### Signal metal coverage by tile

The die is cut into 23 by 27 equal tiles; dark purple is low, yellow is high, scaled to the fullest tile. Values are wire area over tile area, all layers added.
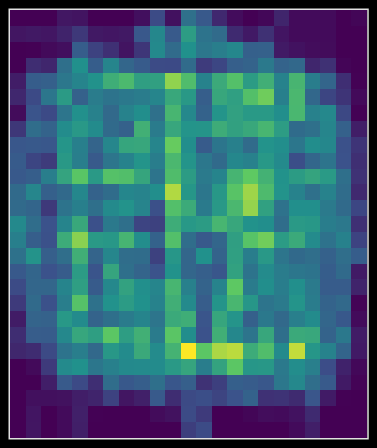
### Clock wiring as the flow saved it

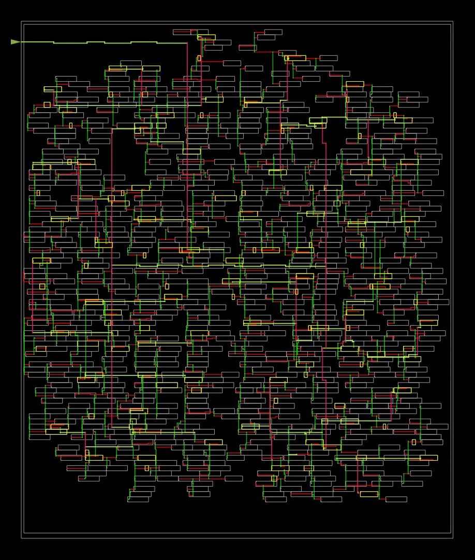
[config.mk]
export PLATFORM = sky130hd
export DESIGN_NAME = pixel_write_arbiter
export DESIGN_NICKNAME = d
export VERILOG_FILES = /design/src/rtl/pixel_write_arbiter_pkg.sv /design/src/rtl/pixel_write_arbiter_fifo.sv /design/src/rtl/pixel_write_arbiter.sv
export SDC_FILE = /design/constraint.sdc
export NUM_CORES = 1
export LEC_CHECK = 0
export ABC_AREA = 0
export CORE_ASPECT_RATIO = 1.2
export CORE_UTILIZATION = 49
export DETAILED_ROUTE_END_ITERATION = 8
export PLACE_DENSITY = 0.66
export SYNTH_ARGS = -nofsm -noshare
export SYNTH_HDL_FRONTEND = slang
export SYNTH_SLANG_ARGS = --single-unit
[constraint.sdc]
create_clock -name clock -period 3.85 [get_ports clock]
set_input_delay 1.155 -clock clock [delete_from_list [all_inputs] [get_ports clock]]
set_output_delay 1.155 -clock clock [all_outputs]
set_load 0.02 [all_outputs]
[src/rtl/pixel_write_arbiter_pkg.sv]
// Shared constants and types for the frame-buffer write arbiter: pixel geometry,
// entry packing and the arbiter/sweep state encodings.
package pixel_write_arbiter_pkg;

    localparam int ADDR_W   = 19;
    localparam int DATA_W   = 3;
    localparam int SCREEN_W = 640;
    localparam int SCREEN_H = 480;
    localparam int PIXELS   = SCREEN_W * SCREEN_H;
    localparam logic [DATA_W-1:0] BG_COLOR = 3'b000;

    // Operating mode of the write port: draining the FIFOs or sweeping the frame.
    typedef enum logic [0:0] {
        ST_DRAIN = 1'b0,
        ST_CLEAR = 1'b1
    } arb_state_e;

    // Which source owns the RAM port on a given edge.
    typedef enum logic [1:0] {
        GNT_NONE = 2'd0,
        GNT_A    = 2'd1,
        GNT_B    = 2'd2
    } grant_e;

endpackage

[src/rtl/pixel_write_arbiter_fifo.sv]
// Synchronous first-word-fall-through FIFO holding packed {address, colour}
// pixel writes; a push into a full FIFO is accepted only when it pops the same edge.
module pixel_fifo #(
    parameter int DEPTH = 16,
    parameter int WIDTH = 22
) (
    input  logic                       clock,
    input  logic                       reset_n,
    input  logic                       push,
    input  logic                       pop,
    input  logic [WIDTH-1:0]           din,
    output logic [WIDTH-1:0]           dout,
    output logic [$clog2(DEPTH):0]     count,
    output logic                       full,
    output logic                       empty
);

    localparam int PTR_W = $clog2(DEPTH);
    localparam int CNT_W = PTR_W + 1;

    logic [WIDTH-1:0] mem [DEPTH];
    logic [PTR_W-1:0] wptr;
    logic [PTR_W-1:0] rptr;
    logic             pop_ok;
    logic             push_ok;

    assign full    = (count == CNT_W'(DEPTH));
    assign empty   = (count == '0);
    assign pop_ok  = pop && !empty;
    assign push_ok = push && (!full || pop_ok);
    assign dout    = mem[rptr];

    always_ff @(posedge clock or negedge reset_n) begin
        if (!reset_n) begin
            wptr  <= '0;
            rptr  <= '0;
            count <= '0;
        end else begin
            if (push_ok) wptr <= wptr + PTR_W'(1);
            if (pop_ok)  rptr <= rptr + PTR_W'(1);
            count <= count + CNT_W'(push_ok) - CNT_W'(pop_ok);
        end
    end

    // Storage carries no reset; occupancy is tracked entirely by the pointers.
    always_ff @(posedge clock) begin
        if (push_ok) mem[wptr] <= din;
    end

endmodule

[src/rtl/pixel_write_arbiter.sv]
// Merges the text-writer (A) and trajectory-plotter (B) pixel strobes onto the single
// frame-buffer write port. Optional full-screen clear sweep: PIXEL_WRITE_ARBITER_CLEAR_EN.
module pixel_write_arbiter
    import pixel_write_arbiter_pkg::*;
#(
    parameter int DEPTH  = 16,
    parameter int ADDR_W = pixel_write_arbiter_pkg::ADDR_W,
    parameter int DATA_W = pixel_write_arbiter_pkg::DATA_W,
    parameter int PIXELS = pixel_write_arbiter_pkg::PIXELS,
    parameter logic [DATA_W-1:0] BG_COLOR = pixel_write_arbiter_pkg::BG_COLOR
) (
    input  logic              clock,
    input  logic              reset_n,
    input  logic [ADDR_W-1:0] a_waddr,
    input  logic [DATA_W-1:0] a_wdata,
    input  logic              a_wenable,
    output logic              a_ready,
    input  logic [ADDR_W-1:0] b_waddr,
    input  logic [DATA_W-1:0] b_wdata,
    input  logic              b_wenable,
    output logic              b_ready,
    output logic [ADDR_W-1:0] ram_waddr,
    output logic [DATA_W-1:0] ram_wdata,
    output logic              ram_wenable,
    output logic              a_overflow,
    output logic              b_overflow,
    input  logic              overflow_clear,
    input  logic              clear_req,
    output logic              clear_busy,
    output logic              idle
);

    localparam int ENTRY_W = ADDR_W + DATA_W;
    localparam int CNT_W   = $clog2(DEPTH) + 1;

    logic [ENTRY_W-1:0] a_dout, b_dout;
    logic [CNT_W-1:0]   a_count, b_count;
    logic               a_full, b_full, a_empty, b_empty;
    logic               a_push, b_push, a_drop, b_drop;
    logic               hold;
    grant_e             grant;
    logic               last_b;

    logic [ADDR_W-1:0]  nxt_waddr;
    logic [DATA_W-1:0]  nxt_wdata;
    logic               nxt_wenable;

    // A write into a full FIFO still lands if that FIFO is being drained this edge.
    assign a_push = a_wenable && (!a_full || grant == GNT_A);
    assign b_push = b_wenable && (!b_full || grant == GNT_B);
    assign a_drop = a_wenable && !a_push;
    assign b_drop = b_wenable && !b_push;

    assign a_ready = (a_count < CNT_W'(DEPTH));
    assign b_ready = (b_count < CNT_W'(DEPTH));
    assign idle    = a_empty && b_empty && !ram_wenable && !clear_busy;

    pixel_fifo #(.DEPTH(DEPTH), .WIDTH(ENTRY_W)) u_fifo_a (
        .clock   (clock),
        .reset_n (reset_n),
        .push    (a_push),
        .pop     (grant == GNT_A),
        .din     ({a_waddr, a_wdata}),
        .dout    (a_dout),
        .count   (a_count),
        .full    (a_full),
        .empty   (a_empty)
    );

    pixel_fifo #(.DEPTH(DEPTH), .WIDTH(ENTRY_W)) u_fifo_b (
        .clock   (clock),
        .reset_n (reset_n),
        .push    (b_push),
        .pop     (grant == GNT_B),
        .din     ({b_waddr, b_wdata}),
        .dout    (b_dout),
        .count   (b_count),
        .full    (b_full),
        .empty   (b_empty)
    );

`ifdef PIXEL_WRITE_ARBITER_CLEAR_EN
    arb_state_e        state;
    logic [ADDR_W-1:0] sweep_cnt;
    logic              clear_start;
    logic              sweeping;

    // The sweep state lingers one edge past the last address so that edge can drain.
    assign clear_start = clear_req && (state == ST_DRAIN);
    assign sweeping    = (state == ST_CLEAR) && (sweep_cnt != ADDR_W'(PIXELS));
    assign hold        = clear_start || sweeping;
    assign clear_busy  = (state == ST_CLEAR);

    always_ff @(posedge clock or negedge reset_n) begin
        if (!reset_n) begin
            state     <= ST_DRAIN;
            sweep_cnt <= '0;
        end else begin
            case (state)
                ST_DRAIN: begin
                    if (clear_req) begin
                        state     <= ST_CLEAR;
                        sweep_cnt <= ADDR_W'(1);
                    end
                end
                ST_CLEAR: begin
                    if (sweeping) sweep_cnt <= sweep_cnt + ADDR_W'(1);
                    else          state     <= ST_DRAIN;
                end
                default: state <= ST_DRAIN;
            endcase
        end
    end
`else
    logic unused_clear_req;
    localparam int unused_sweep_cfg = PIXELS + int'(BG_COLOR);

    assign unused_clear_req = clear_req;
    assign hold             = 1'b0;
    assign clear_busy       = 1'b0;
`endif

    // Round robin: on a tie the source not granted last time wins.
    always_comb begin
        grant = GNT_NONE;
        if (!hold) begin
            if (!a_empty && (b_empty || last_b)) grant = GNT_A;
            else if (!b_empty)                   grant = GNT_B;
        end
    end

    always_comb begin
        nxt_waddr   = ram_waddr;
        nxt_wdata   = ram_wdata;
        nxt_wenable = 1'b0;
        case (grant)
            GNT_A: begin
                {nxt_waddr, nxt_wdata} = a_dout;
                nxt_wenable            = 1'b1;
            end
            GNT_B: begin
                {nxt_waddr, nxt_wdata} = b_dout;
                nxt_wenable            = 1'b1;
            end
            default: ;
        endcase
`ifdef PIXEL_WRITE_ARBITER_CLEAR_EN
        if (clear_start) begin
            nxt_waddr   = '0;
            nxt_wdata   = BG_COLOR;
            nxt_wenable = 1'b1;
        end else if (sweeping) begin
            nxt_waddr   = sweep_cnt;
            nxt_wdata   = BG_COLOR;
            nxt_wenable = 1'b1;
        end
`endif
    end

    always_ff @(posedge clock or negedge reset_n) begin
        if (!reset_n) begin
            ram_waddr   <= '0;
            ram_wdata   <= '0;
            ram_wenable <= 1'b0;
            last_b      <= 1'b1;
            a_overflow  <= 1'b0;
            b_overflow  <= 1'b0;
        end else begin
            ram_waddr   <= nxt_waddr;
            ram_wdata   <= nxt_wdata;
            ram_wenable <= nxt_wenable;
            if (grant == GNT_A)      last_b <= 1'b0;
            else if (grant == GNT_B) last_b <= 1'b1;
            // A drop on the same edge as overflow_clear leaves the flag set.
            if (a_drop)              a_overflow <= 1'b1;
            else if (overflow_clear) a_overflow <= 1'b0;
            if (b_drop)              b_overflow <= 1'b1;
            else if (overflow_clear) b_overflow <= 1'b0;
        end
    end

endmodule

==> notes.md <==
fresh numbers from the pnr run: Final HPWL DP 37,640 um, largest net degree at the start of global routing 76, pwr dens 750.9 mW/mm2, clk root buf clkbuf_16, yosys simple share 2.131%, drt via density 5.716, clk tree area frac 7.058%, dpl cells 2,330, total power 25.43 mW, most numerous cell in the Yosys netlist edfxtp_1, Max-area cell share 71.58%, registers with the most flip-flops u_fifo_a.mem (352), u_fifo_b.mem (352), ram_waddr (19), ys flops 756, pre-CTS WS 0.5590 ns, syn nets 1,551, Placer Congestion 0.7730, first-pass GRT wire length 91,560 um, post-route worst setup slack 0.2971 ns, cts hold-fix bufs 0, port buffer count 76, Core ar. 0.05959 mm2, Final Cell Area 0.03386 mm2, nonclk inv count 25, CTS clk-pin slew, worst paths 0.06 ns, Ant. Diodes 0, top_reg_cell synth edfxtp_1, Yosys chip area 0.02953 mm2, min Tclk post-route 3.553 ns, most instantiated logic cell after routing edfxtp_1, Biggest Area Class registers, Tightest Pin Transition 0.8882 ns, Post-synth EDFFs 704, Critical Path RT 2.69 ns, RSZ-0062 raised after global routing no, CTS H-tree depth 3, type of origin of the critical path register, Latency at later pin 0.62 ns, Routed Antenna Nets 0, Max-Cap Viols 0, peak fanout along the critical path 5, post-layout period usage 92.28%, CP cell instances inv_1, ha_1, or4b_4, nand2b_1, nor2_1, dlygate4sd2_1, status finished, final reports clean, Layout Nets 1,680, Slowest Stage Delay on Critical Path 0.52 ns, yosys aoi share 3.686%, M3 GR Usage 3.855%, drt first-iter violations 1,040, final setup vio count 0, number of placed I/O pins 79, critical path's top delay family simple AND/OR/NAND/NOR gates, Adders+Majority by Area 1.068%, non-clk buf share 3.684%, Die ar. 0.06126 mm2, Non-clk bufs 135, WS Path Type reg -> out, Fin. Hold Viols 0, synthesized area 0.02953 mm2, area leader, netlist edfxtp_1, die width 226.1 um, Leak 11.26 nW, placed inst area 0.03147 mm2, met2 usage 34.75%, fmax 0.2815 GHz, clkbuf count 96, CP arrival 2.40 ns, Post-Syn Area per Cell 20.00 um2, max-slew violation count 0, Post-Synthesis Cells 1,477, Initial Utilization 49.56%, endpoint type of the worst setup path output pin, worst-case clock buffer depth 3, ys async rst share 6.878%, MI comb area 0.006675 mm2, buffers plus inverters on the worst setup path 2, CTS Buf Count 74, Setup TNS Final 0 ns, DRC Markers 0, M1 WL 25,060 um, TritonRoute pass-1 iters 5, Min Hold Slack 0.5028 ns, met3 WL 3213 um, Synthesis Warnings 0, Mux cell area share 14.82%, synth cell count leaders edfxtp_1, mux2i_1, mux4_2
Back to the opening pictures, 'Signal metal coverage by tile':
- tiles over half the peak: 25%
- fullest tile: 0.45
- densest ninth of the die: middle
- nearly empty tiles: 9.2%
Total Wirelength: 61,160 um
via count: 14,110
wire per inst: 24.78 um
Tot GR Track Use: 20.59%

Back to the opening pictures, 'Clock wiring as the flow saved it':
CTS sink count: 756
Setup Skew: 0.01544 ns

power by group:
part / internal, mW / switching (mW)
Sequential: 10.1 / 0.722
Clock: 4.06 / 3.00
Combinational: 3.36 / 4.22
Total: 17.5 / 7.94
path summary, 6_finish.rpt:
kind / from / cells after the start / to / slack [ns]
max in group asynchronous: reset_n / 2 / u_fifo_a.rptr[1] / 2.54
hold / removal: b_overflow / 1 / b_overflow / 0.50
min in group asynchronous: reset_n / 2 / u_fifo_b.wptr[1] / 0.70
setup reg to reg: u_fifo_b.count[3] / 13 / u_fifo_b.count[4] / 0.93
setup / recovery: u_fifo_a.count[2] / 6 / idle / 0.30
hold reg to reg: b_overflow / 1 / b_overflow / 0.50
timing repair:
action | CTS | global route
setup endpoints to repair | 1 | 0
gates resized | 2 | 0
setup buffers | 0 | 0
Power figures rest on the tool's default switching activity, not on a simulated workload.
